===== src/rtl/nor_bus_sequencer.sv =====
// Single-cycle sequencer for an asynchronous NOR flash bus: read, write and ready-wait cycles.
// All pad-facing outputs are registered; pulse widths are counted in sysclk cycles.
module nor_bus_sequencer #(
   parameter int unsigned T_AS    = 2,
   parameter int unsigned T_RD    = 24,
   parameter int unsigned T_WP    = 12,
   parameter int unsigned T_DH    = 3,
   parameter int unsigned T_REC   = 6,
   parameter int unsigned T_BLANK = 48,
   parameter int unsigned TO_W    = 24
) (
   input  logic        clk_i,
   input  logic        reset_ni,
   input  logic        req_valid_i,
   output logic        req_ready_o,
   input  logic        req_wait_i,
   input  logic        req_we_i,
   input  logic [25:0] req_addr_i,
   input  logic [15:0] req_data_i,
   output logic        rsp_valid_o,
   output logic [15:0] rsp_data_o,
   output logic        rsp_err_o,
   output logic        busy_o,
   output logic [25:0] nor_addr_o,
   output logic [15:0] nor_data_o,
   output logic        nor_data_oe_o,
   input  logic [15:0] nor_data_i,
   output logic        nor_ce_o,
   output logic        nor_oe_o,
   output logic        nor_we_o,
   input  logic        nor_ry_i
);

   // A zero timing parameter still yields a one-cycle phase.
   localparam int unsigned TAs    = (T_AS    == 0) ? 1 : T_AS;
   localparam int unsigned TRd    = (T_RD    == 0) ? 1 : T_RD;
   localparam int unsigned TWp    = (T_WP    == 0) ? 1 : T_WP;
   localparam int unsigned TDh    = (T_DH    == 0) ? 1 : T_DH;
   localparam int unsigned TRec   = (T_REC   == 0) ? 1 : T_REC;
   localparam int unsigned TBlank = (T_BLANK == 0) ? 1 : T_BLANK;

   localparam logic [15:0] LdAs    = 16'(TAs - 1);
   localparam logic [15:0] LdRd    = 16'(TRd - 1);
   localparam logic [15:0] LdWp    = 16'(TWp - 1);
   localparam logic [15:0] LdDh    = 16'(TDh - 1);
   localparam logic [15:0] LdRec   = 16'(TRec - 1);
   localparam logic [15:0] LdBlank = 16'(TBlank - 1);

   typedef enum logic [2:0] {
      StIdle, StSetup, StRead, StWrite, StHold, StRecover, StBlank, StWaitRy
   } state_e;

   state_e            state_q;
   logic [15:0]       cnt_q;
   logic [TO_W-1:0]   to_cnt_q;
   logic              is_we_q;
   logic [1:0]        ry_sync_q;

   assign req_ready_o = (state_q == StIdle);
   assign busy_o      = (state_q != StIdle);

   always_ff @(posedge clk_i or negedge reset_ni) begin
      if (!reset_ni) begin
         ry_sync_q <= 2'b11;
      end else begin
         ry_sync_q <= {ry_sync_q[0], nor_ry_i};
      end
   end

   always_ff @(posedge clk_i or negedge reset_ni) begin
      if (!reset_ni) begin
         state_q       <= StIdle;
         cnt_q         <= '0;
         to_cnt_q      <= '0;
         is_we_q       <= 1'b0;
         nor_ce_o      <= 1'b1;
         nor_oe_o      <= 1'b1;
         nor_we_o      <= 1'b1;
         nor_data_oe_o <= 1'b0;
         nor_addr_o    <= '0;
         nor_data_o    <= '0;
         rsp_valid_o   <= 1'b0;
         rsp_data_o    <= '0;
         rsp_err_o     <= 1'b0;
      end else begin
         rsp_valid_o <= 1'b0;
         unique case (state_q)
            StIdle: begin
               if (req_valid_i) begin
                  if (req_wait_i) begin
                     state_q <= StBlank;
                     cnt_q   <= LdBlank;
                  end else begin
                     state_q    <= StSetup;
                     cnt_q      <= LdAs;
                     is_we_q    <= req_we_i;
                     nor_ce_o   <= 1'b0;
                     nor_addr_o <= req_addr_i;
                     if (req_we_i) begin
                        nor_data_oe_o <= 1'b1;
                        nor_data_o    <= req_data_i;
                     end
                  end
               end
            end
            StSetup: begin
               if (cnt_q == '0) begin
                  if (is_we_q) begin
                     state_q  <= StWrite;
                     cnt_q    <= LdWp;
                     nor_we_o <= 1'b0;
                  end else begin
                     state_q  <= StRead;
                     cnt_q    <= LdRd;
                     nor_oe_o <= 1'b0;
                  end
               end else begin
                  cnt_q <= cnt_q - 16'd1;
               end
            end
            StRead: begin
               if (cnt_q == '0) begin
                  // DQ is captured in the last OE# low cycle, before OE# rises.
                  rsp_data_o <= nor_data_i;
                  nor_oe_o   <= 1'b1;
                  state_q    <= StHold;
                  cnt_q      <= LdDh;
               end else begin
                  cnt_q <= cnt_q - 16'd1;
               end
            end
            StWrite: begin
               if (cnt_q == '0) begin
                  nor_we_o <= 1'b1;
                  state_q  <= StHold;
                  cnt_q    <= LdDh;
               end else begin
                  cnt_q <= cnt_q - 16'd1;
               end
            end
            StHold: begin
               if (cnt_q == '0) begin
                  nor_ce_o      <= 1'b1;
                  nor_data_oe_o <= 1'b0;
                  rsp_valid_o   <= 1'b1;
                  rsp_err_o     <= 1'b0;
                  state_q       <= StRecover;
                  cnt_q         <= LdRec;
               end else begin
                  cnt_q <= cnt_q - 16'd1;
               end
            end
            StRecover: begin
               if (cnt_q == '0) begin
                  state_q <= StIdle;
               end else begin
                  cnt_q <= cnt_q - 16'd1;
               end
            end
            StBlank: begin
               if (cnt_q == '0) begin
                  state_q  <= StWaitRy;
                  to_cnt_q <= '0;
               end else begin
                  cnt_q <= cnt_q - 16'd1;
               end
            end
            StWaitRy: begin
               // Ready is checked before timeout so a coincident ready reports success.
               if (ry_sync_q[1]) begin
                  rsp_valid_o <= 1'b1;
                  rsp_err_o   <= 1'b0;
                  state_q     <= StIdle;
               end else if (to_cnt_q == '1) begin
                  rsp_valid_o <= 1'b1;
                  rsp_err_o   <= 1'b1;
                  state_q     <= StIdle;
               end else begin
                  to_cnt_q <= to_cnt_q + 1'b1;
               end
            end
            default: state_q <= StIdle;
         endcase
      end
   end

endmodule


===== config.mk =====
export PLATFORM = sky130hd
export DESIGN_NAME = nor_bus_sequencer
export DESIGN_NICKNAME = d
export VERILOG_FILES = /design/src/rtl/nor_bus_sequencer.sv
export SDC_FILE = /design/constraint.sdc
export NUM_CORES = 1
export LEC_CHECK = 0
export CORE_AREA = 4 4 141 143
export CTS_CLUSTER_DIAMETER = 60
export DETAILED_ROUTE_END_ITERATION = 8
export DIE_AREA = 0 0 145 147
export GPL_TIMING_DRIVEN = 0
export PLACE_DENSITY = 0.48
export SYNTH_ARGS = -nofsm -noshare
export SYNTH_HDL_FRONTEND = slang
export SYNTH_SLANG_ARGS = --single-unit

===== constraint.sdc =====
create_clock -name clk_i -period 3.3 [get_ports clk_i]
set_input_delay 0.99 -clock clk_i [delete_from_list [all_inputs] [get_ports clk_i]]
set_output_delay 0.99 -clock clk_i [all_outputs]
set_load 0.005 [all_outputs]

Figure 1. Track usage over the die.
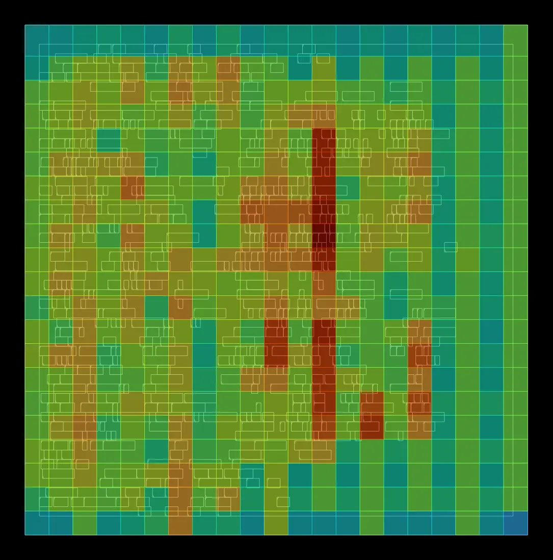
M2 GR Usage: 0.207
WL/cell: 15.9 um
Post-Route Utilization: 0.381
grt met3 use: 0.0595
GRT met1 Usage: 0.174

Figure 2. Clock distribution.
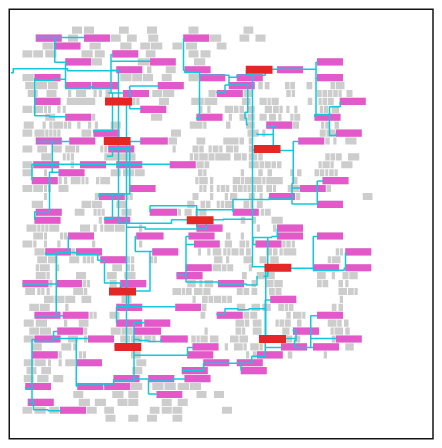
[red] clock drivers | count: 9
[cyan] clock wires | length: 1570 um
[magenta] flip-flops | count: 110
routed clock nets	10
Clk network pwr share: 0.416
clock network power: 1.14 mW
Worst-Skew Late Latency: 0.36 ns
worst clock skew: 0.00750 ns

==> impl_metrics.tcl <==
# collected from the flow reports
set metrics [dict create \
    status "completed" \
    critPathBufInv 3 \
    io_pins 130 \
    wl_met3_mm 1.54 \
    antenna_found_initial 0 \
    drive_gt1_frac 0.119 \
    fillers 1785 \
    comb_cells 376 \
    rsz0062_at_grt "no" \
    ys_sh_aoi 0.117 \
    top_cells_by_area "dfrtp_1 51%, nand2_1 8.7%, mux2_2 7.2%" \
    place_hpwl_mm 10.5 \
    core-area_mm2 0.0186 \
    simple_gate_area_frac 0.207 \
    fin_setup_tns_ns 0 \
    area_share_nonclk_buffers 0.203 \
    cts.sinks 110 \
    seq_cells 110 \
    htreeDepth 3 \
    finalClockPeriodUsage 0.944 \
    crit_start "state_q[1]$_DFFE_PN0P_" \
    adder_share 0.00727 \
    maxSlewViolCount 0 \
    gp_congestion 0.814 \
    overflow 0 \
    inverters 8 \
    p_sw_mw 0.643 \
    pre_cts_slack_ns -0.0538 \
    nNonClkBuffers 155 \
    antenna_cells 0 \
    via_per_inst 4.85 \
    clk_share 0.0431 \
    clk_path_buf_depth 2 \
    yosys-stat-area_mm2 0.00516 \
    cts_hold_buf 0 \
    drtAntennaViolNets 0 \
    comb_share 0.318 \
    syn_to_final_growth_pct 37.2 \
    worstPathCellList "clkbuf_1, nor2_1, nand2_1, inv_1, clkdlybuf4s50_1" \
    synth-xor-area-share 0.0305 \
    ff2ff_path_depth 9 \
    combPwrFrac 0.066 \
    p_seq_mw 1.42 \
    r2r_slack_ns 0.36 \
    end_kind "primary output" \
    warnings 27 \
    synth_top_area_share 0.509 \
    internal-power_mw 2.10 \
    combGateArea_mm2 0.00225 \
    ys_ff 110 \
    most_common_cell "nand2_1" \
    crit_type "register to primary output" \
    grt_busiest_layer "met2" \
    r2r_end "cnt_q[11]$_DFFE_PN0P_" \
    highest_layer "met4" \
    cts_buffers 9 \
    largest_registers "nor_addr_o (26), to_cnt_q (24)" \
    grtUsageTotal 0.136 \
    dpl_cell_area_mm2 0.00678 \
    clock_buffers 9 \
    yosysUniqueCellTypes 63 \
    drt-total-wl_mm 14.3 \
    arrival_ns 2.12 \
    cp.required_ns 2.31 \
    cts_tree "built" \
    power_mw 2.74 \
    edf_count 0 \
    portBuffers 129 \
    crit_fanout 10 \
    grt_pass1_wl_mm 23.7 \
    drc_errors 0 \
    slew-limit-headroom 0.353 \
    fp-utilization 0.278 \
    dp.cells 883 \
    async_flop_share 1.00 \
    max_stage_delay_ns 0.52 \
    ys_top_logic_family "simple AND/OR/NAND/NOR gates" \
    final-setup-viol-count 0 \
    lay_top_count "clkdlybuf4s50_1" \
    tap_cells 234 \
    hold_path.startpoint "ry_sync_q[0]$_DFF_PN1_" \
    chip_area_mm2 0.0213 \
    vias 4364 \
    design_area_mm2 0.00708 \
    fp_nets 586 \
    cts.clk_slew.worst_paths_ns 0.08 \
    power.density_mw_per_mm2 388 \
    start_kind "register" \
    met1_length_mm 6.25 \
    drtIter0Drc 185 \
    timing.rr.start "cnt_q[0]$_DFFE_PN0P_" \
    nets 727 \
    die_w_um 145 \
    ys_cells 519 \
    timing.final.ws_setup_ns 0.185 \
    ir_drop_mv 0.219 \
    hold_class "register to register" \
    cpMaxStageDelayCell "clkdlybuf4s50_1" \
    hold_viol 0 \
    fin_cells 899 \
    common_cells "119 x nand2_1, 105 x dfrtp_1, 37 x nor2_1, 33 x mux2_2, 25 x o21ai_0" \
    maxCapViolCount 0 \
    p_leak_nw 3.08 \
    synthCells 519 \
    top_register "nor_addr_o" \
    root_buffer "clkbuf_16" \
    first_pass_iters 5 \
    yosysTopAreaCell "dfrtp_1" \
    post-route-min-period_ns 3.11 \
    synth_warnings 0 \
    worstMarginPinSlew_ns 0.970 \
    cts_resized 0 \
    switching_share 0.234 \
    largest_class "sequential cells" \
    max_freq_ghz 0.321 \
    cp_top_family "buffers and inverters" \
    whs_ns 0.359 \
    grt_max_degree 62 \
    grt_pass1_vias 4566 \
    top_power_group "registers" \
    pwr-share-seq 0.518 \
    synth_area_mm2 0.00516 \
    whs_path_depth 0 \
    cts_setup_buffers 0 \
    wl_met2_mm 6.23 \
    die_h_um 147 \
    avgSynthCellArea_um2 9.95 \
    ff_type "dfrtp_1" \
    p_comb_mw 0.182 \
    largest_register_ffs 26 \
    regArea_mm2 0.00276 \
    layout_top_cells "128 x clkdlybuf4s50_1, 119 x nand2_1, 105 x dfrtp_1, 37 x nor2_1, 33 x mux2_2" \
]
Figure 3. Cell classes on the final placement.
The bar under the picture is 50 um long.
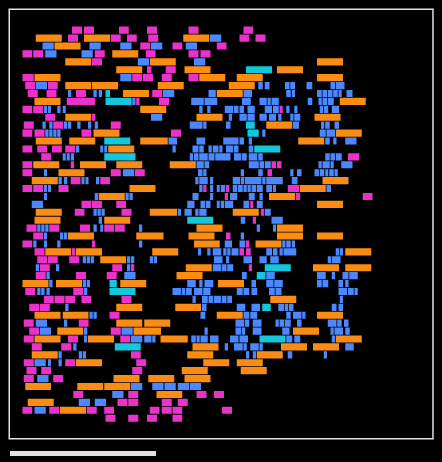
color	class	cells
orange	sequential cells	110
cyan	clock drivers and dummy loads	16
blue	combinational and other logic	384
magenta	remaining buffers and delay cells	155
row cnt: 50
flop share of the area: 0.390

-- how the worst max path moves through the flow --
stage	endpoint	slack, ns	cells after the start
2_1_floorplan	cnt_q[2]$_DFFE_PN0P_	0.94	8
6_report	req_ready_o	0.19	5
5_1_grt	req_ready_o	0.08	5
4_1_cts	req_ready_o	0.19	5
3_5_place_dp	nor_data_o[14]$_DFFE_PN0P_	-0.05	6
3_3_place_gp	to_cnt_q[21]$_DFFE_PN0P_	-3.16	1
-- worst register-to-register path, delay by kind of cell, from the launching register on --
family          cells  cell delay (ns)
simple gates        2             0.33
buf+inv             2             0.39
compound gates      4             1.46
flops               1             0.44
fa+ha+maj           1             0.21
Power figures rest on the tool's default switching activity, not on a simulated workload.
